==> config.mk <==
export PLATFORM = sky130hd
export DESIGN_NAME = riscv_multicycle_sequencer
export DESIGN_NICKNAME = d
export VERILOG_FILES = /design/src/rtl/riscv_multicycle_sequencer.sv
export SDC_FILE = /design/constraint.sdc
export NUM_CORES = 1
export LEC_CHECK = 0
export CAP_MARGIN = 10
export CORE_MARGIN = 2
export CORE_UTILIZATION = 49
export CTS_CLUSTER_DIAMETER = 30
export CTS_CLUSTER_SIZE = 12
export DETAILED_ROUTE_END_ITERATION = 7
export PLACE_DENSITY_LB_ADDON = 0.15
export SYNTH_ARGS = -nofsm -noshare
export SYNTH_HDL_FRONTEND = slang
export SYNTH_SLANG_ARGS = --single-unit
==> constraint.sdc <==
create_clock -name clk -period 1.7 [get_ports clk]
set_input_delay 0.51 -clock clk [delete_from_list [all_inputs] [get_ports clk]]
set_output_delay 0.51 -clock clk [all_outputs]
set_load 0.02 [all_outputs]
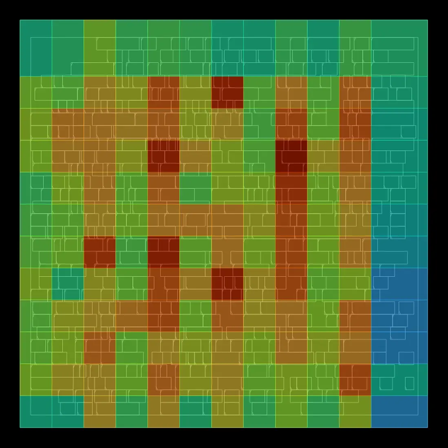
Figure 1: run 1, routing congestion map.
GR met3 Demand/Resource: 4.81%
Global Route met1 Usage: 29.3%
M2 GR Usage: 34.5%
routed len/inst: 14.6 um
GRT busiest layer: met2

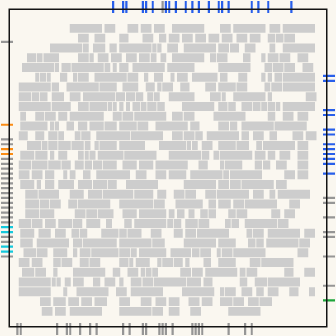
Figure 2: run 1, pin map.
Pins as bars across the die edge, other pins in gray.
| port | color | pins | direction | edge |
|---|---|---|---|---|
| `state` | orange | 3 | output | west |
| `cycle_count` | blue | 32 | output | 20 north, 12 east |
| `decoder_dmem_we` | cyan | 4 | input | west |
| `rstn` | green | 1 | input | east |
# port buffers: 88
Die H: 88.1 um
DIE WIDTH: 88.1 um

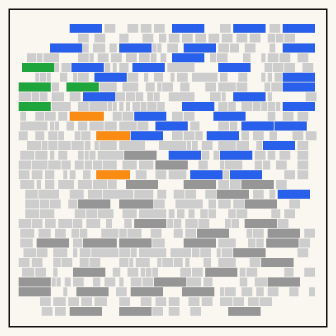
Figure 3: run 1, where the registers sit.
Other sequential cells in the stronger gray, the rest of the logic in the fainter gray.
| netlist name | color | flops |
|---|---|---|
| `wait_q` | green | 4 |
| `cycle_count` | blue | 32 |
| `state` | orange | 3 |
not colored: 32
Seq. pwr: 1.69 mW
flop share of the area: 34.9%
final core utilization: 74.8%
register area: 0.00178 mm2

==> results.sh, run 1 <==
# implementation run metrics
export IMPL_clkTransAtPathRegs_ps=80
export IMPL_setup_viol=12
export IMPL_hold_viol_final=0
export IMPL_comb_cell_share_pct=34.3
export IMPL_pre_cts_slack_ps=-933
export IMPL_slew_headroom_pct=41.2
export IMPL_slowest_delay_ps=440
export IMPL_grt_pass1_wl_um=13000
export IMPL_lay_top_cells="66 x dfrtp_1, 61 x dlygate4sd2_1, 54 x xnor2_1, 35 x buf_4, 30 x nand4_1"
export IMPL_initCoreUtil_pct=50.7
export IMPL_crit_type="flip-flop to output port"
export IMPL_n_all_inverters=10
export IMPL_violations="negative setup slack"
export IMPL_worstPathCellList="nor2b_4 -> nand2_2 -> nor3_4 -> and2_4 -> buf_6"
export IMPL_ys_sh_adder_pct=1.08
export IMPL_outcome="complete, but fails checks"
export IMPL_cts_tree="yes"
export IMPL_vias=2900
export IMPL_ctsResizeCount=135
export IMPL_setup_ws_ps=-241
==> run 1: power by group through the flow <==
stage	Sequential, mW	Clock (mW)	Combinational (mW)
after global routing	1.69	1.32	0.0971
after global placement	1.72	0	0.0830
after floorplan	1.72	0	0.00517
after detailed placement	1.72	0	0.0848
after CTS	1.69	1.23	0.0866
final	1.69	1.20	0.0840
==> run 1: cells in the mapped netlist (2+ instances only) <==
cell type and instances:
and2_1 5, inv_1 9, nand4b_1 2, nand2b_1 3, ha_1 3, nor3_1 12, o21ai_0 2, a21oi_1 5
nand4_1 30, xnor2_1 54, and3_2 3, dfrtp_1 71, nand2_1 24, nor4_4 2, buf_2 5, and3_1 10
and4_2 2, nand3_1 20, nor2_1 12, xor2_1 10, nor4_1 6, and4_1 4
==> run 2: changes to the inputs <==
Settings changed: GPL_ROUTABILITY_DRIVEN set to 0.
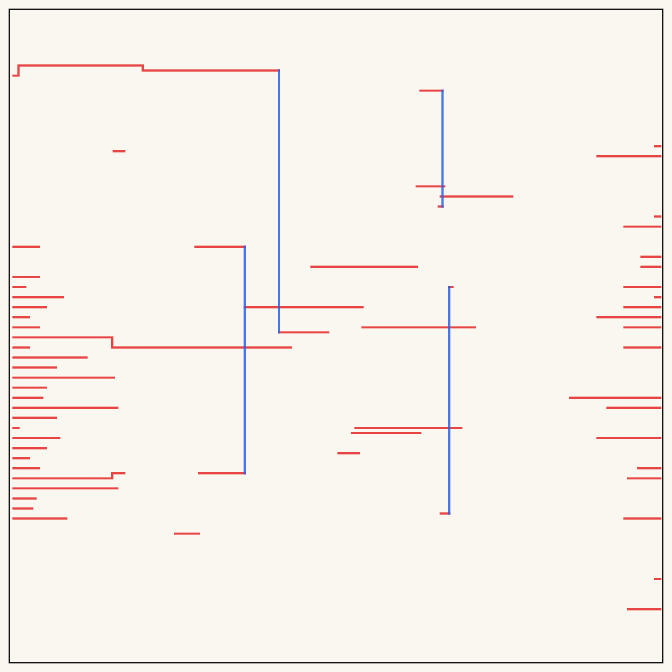
Figure 4: run 2, metal layers overlaid.
Two of the layers only.
| layer | color | wire length |
|---|---|---|
| met3 | red | 427 um |
| met4 | blue | 112 um |
GRT Resource Usage Total: 21.7%
Vias: 2,900
routed wire length: 8130 um

==> run 2 against run 1 <==
  * The run still ends with negative setup slack left
  * Non-clock buffer count unchanged
  * Setup slack unchanged
  * Sequential share of layout area unchanged
  * Sequential cell count unchanged
  * Register-to-register slack about the same
  * Die size unchanged
  * Combinational power about the same
  * Sequential power about the same
  * Hold slack unchanged
  * Final area unchanged
  * Clock-buffer cell count unchanged
  * Largest cell class unchanged
==> results.sh, run 2 <==
# implementation run metrics
export IMPL_fp_row_count=30
export IMPL_routedWlPerCell_um=14.6
export IMPL_io_buffers=88
export IMPL_dieHeight_um=88.1
export IMPL_num_antenna_cells=0
export IMPL_seq_area_mm2=0.00178
export IMPL_initCoreUtil_pct=50.7
export IMPL_lay_top_cells="66 x dfrtp_1, 61 x dlygate4sd2_1, 54 x xnor2_1, 35 x buf_4, 30 x nand4_1"
export IMPL_worstPathCellList="nor2b_4 -> nand2_2 -> nor3_4 -> and2_4 -> buf_6"
export IMPL_powerComb_mw=0.0840
export IMPL_hold_viol_final=0
export IMPL_pre_cts_slack_ps=-933
export IMPL_grt_pass1_wl_um=13000
export IMPL_setup_viol=12
export IMPL_top_cell="dfrtp_1"
export IMPL_slowest_delay_ps=440
export IMPL_cts_tree="yes"
export IMPL_power_clock_mw=1.20
export IMPL_setup_ws_ps=-241
export IMPL_crit_type="flip-flop to output port"
export IMPL_ys_sh_adder_pct=1.08
export IMPL_powerSeq_mw=1.69
export IMPL_seq_area_share_pct=34.9
export IMPL_n_all_inverters=10
export IMPL_violations="negative setup slack"
export IMPL_comb_cell_share_pct=34.3
export IMPL_rsz0062_at_grt="yes"
export IMPL_outcome="complete, but fails checks"
export IMPL_slew_headroom_pct=41.2
export IMPL_top_power_group="sequential cells"
export IMPL_ys_top_cells_by_count="71 x dfrtp_1, 54 x xnor2_1, 30 x nand4_1"
[run 2: per-stage QoR]
| step | instances | util (%) |
|---|---|---|
| global placement | 530 | 69.7 |
| floorplan | 318 | - |
| finish | 556 | 74.8 |
| detailed placement | 530 | 69.7 |
| CTS | 547 | 72.0 |
| global route | 556 | 74.8 |
[run 2: kinds of logic after synthesis]
kind of cell | count (synthesis)
AOI/OAI and AO/OA | 11
xor gates and xnor gates | 64
adders and majority gates | 3
buffers and inverters | 19
DFF | 71
muxes | 2
and+or+nand+nor | 148
[run 2: layer usage]
metal  routed length (um)  up-vias  track usage [%]  part of all wire [%]
li1                     -     1410                -                     -
met1                 3550     1405             29.3                    44
met2                 4040       75             34.5                    50
met3                  427       10             4.81                   5.3
met4                  112        0             7.99                   1.4
met5                    0        -                0                     0
Power and IR drop assume default switching activity.
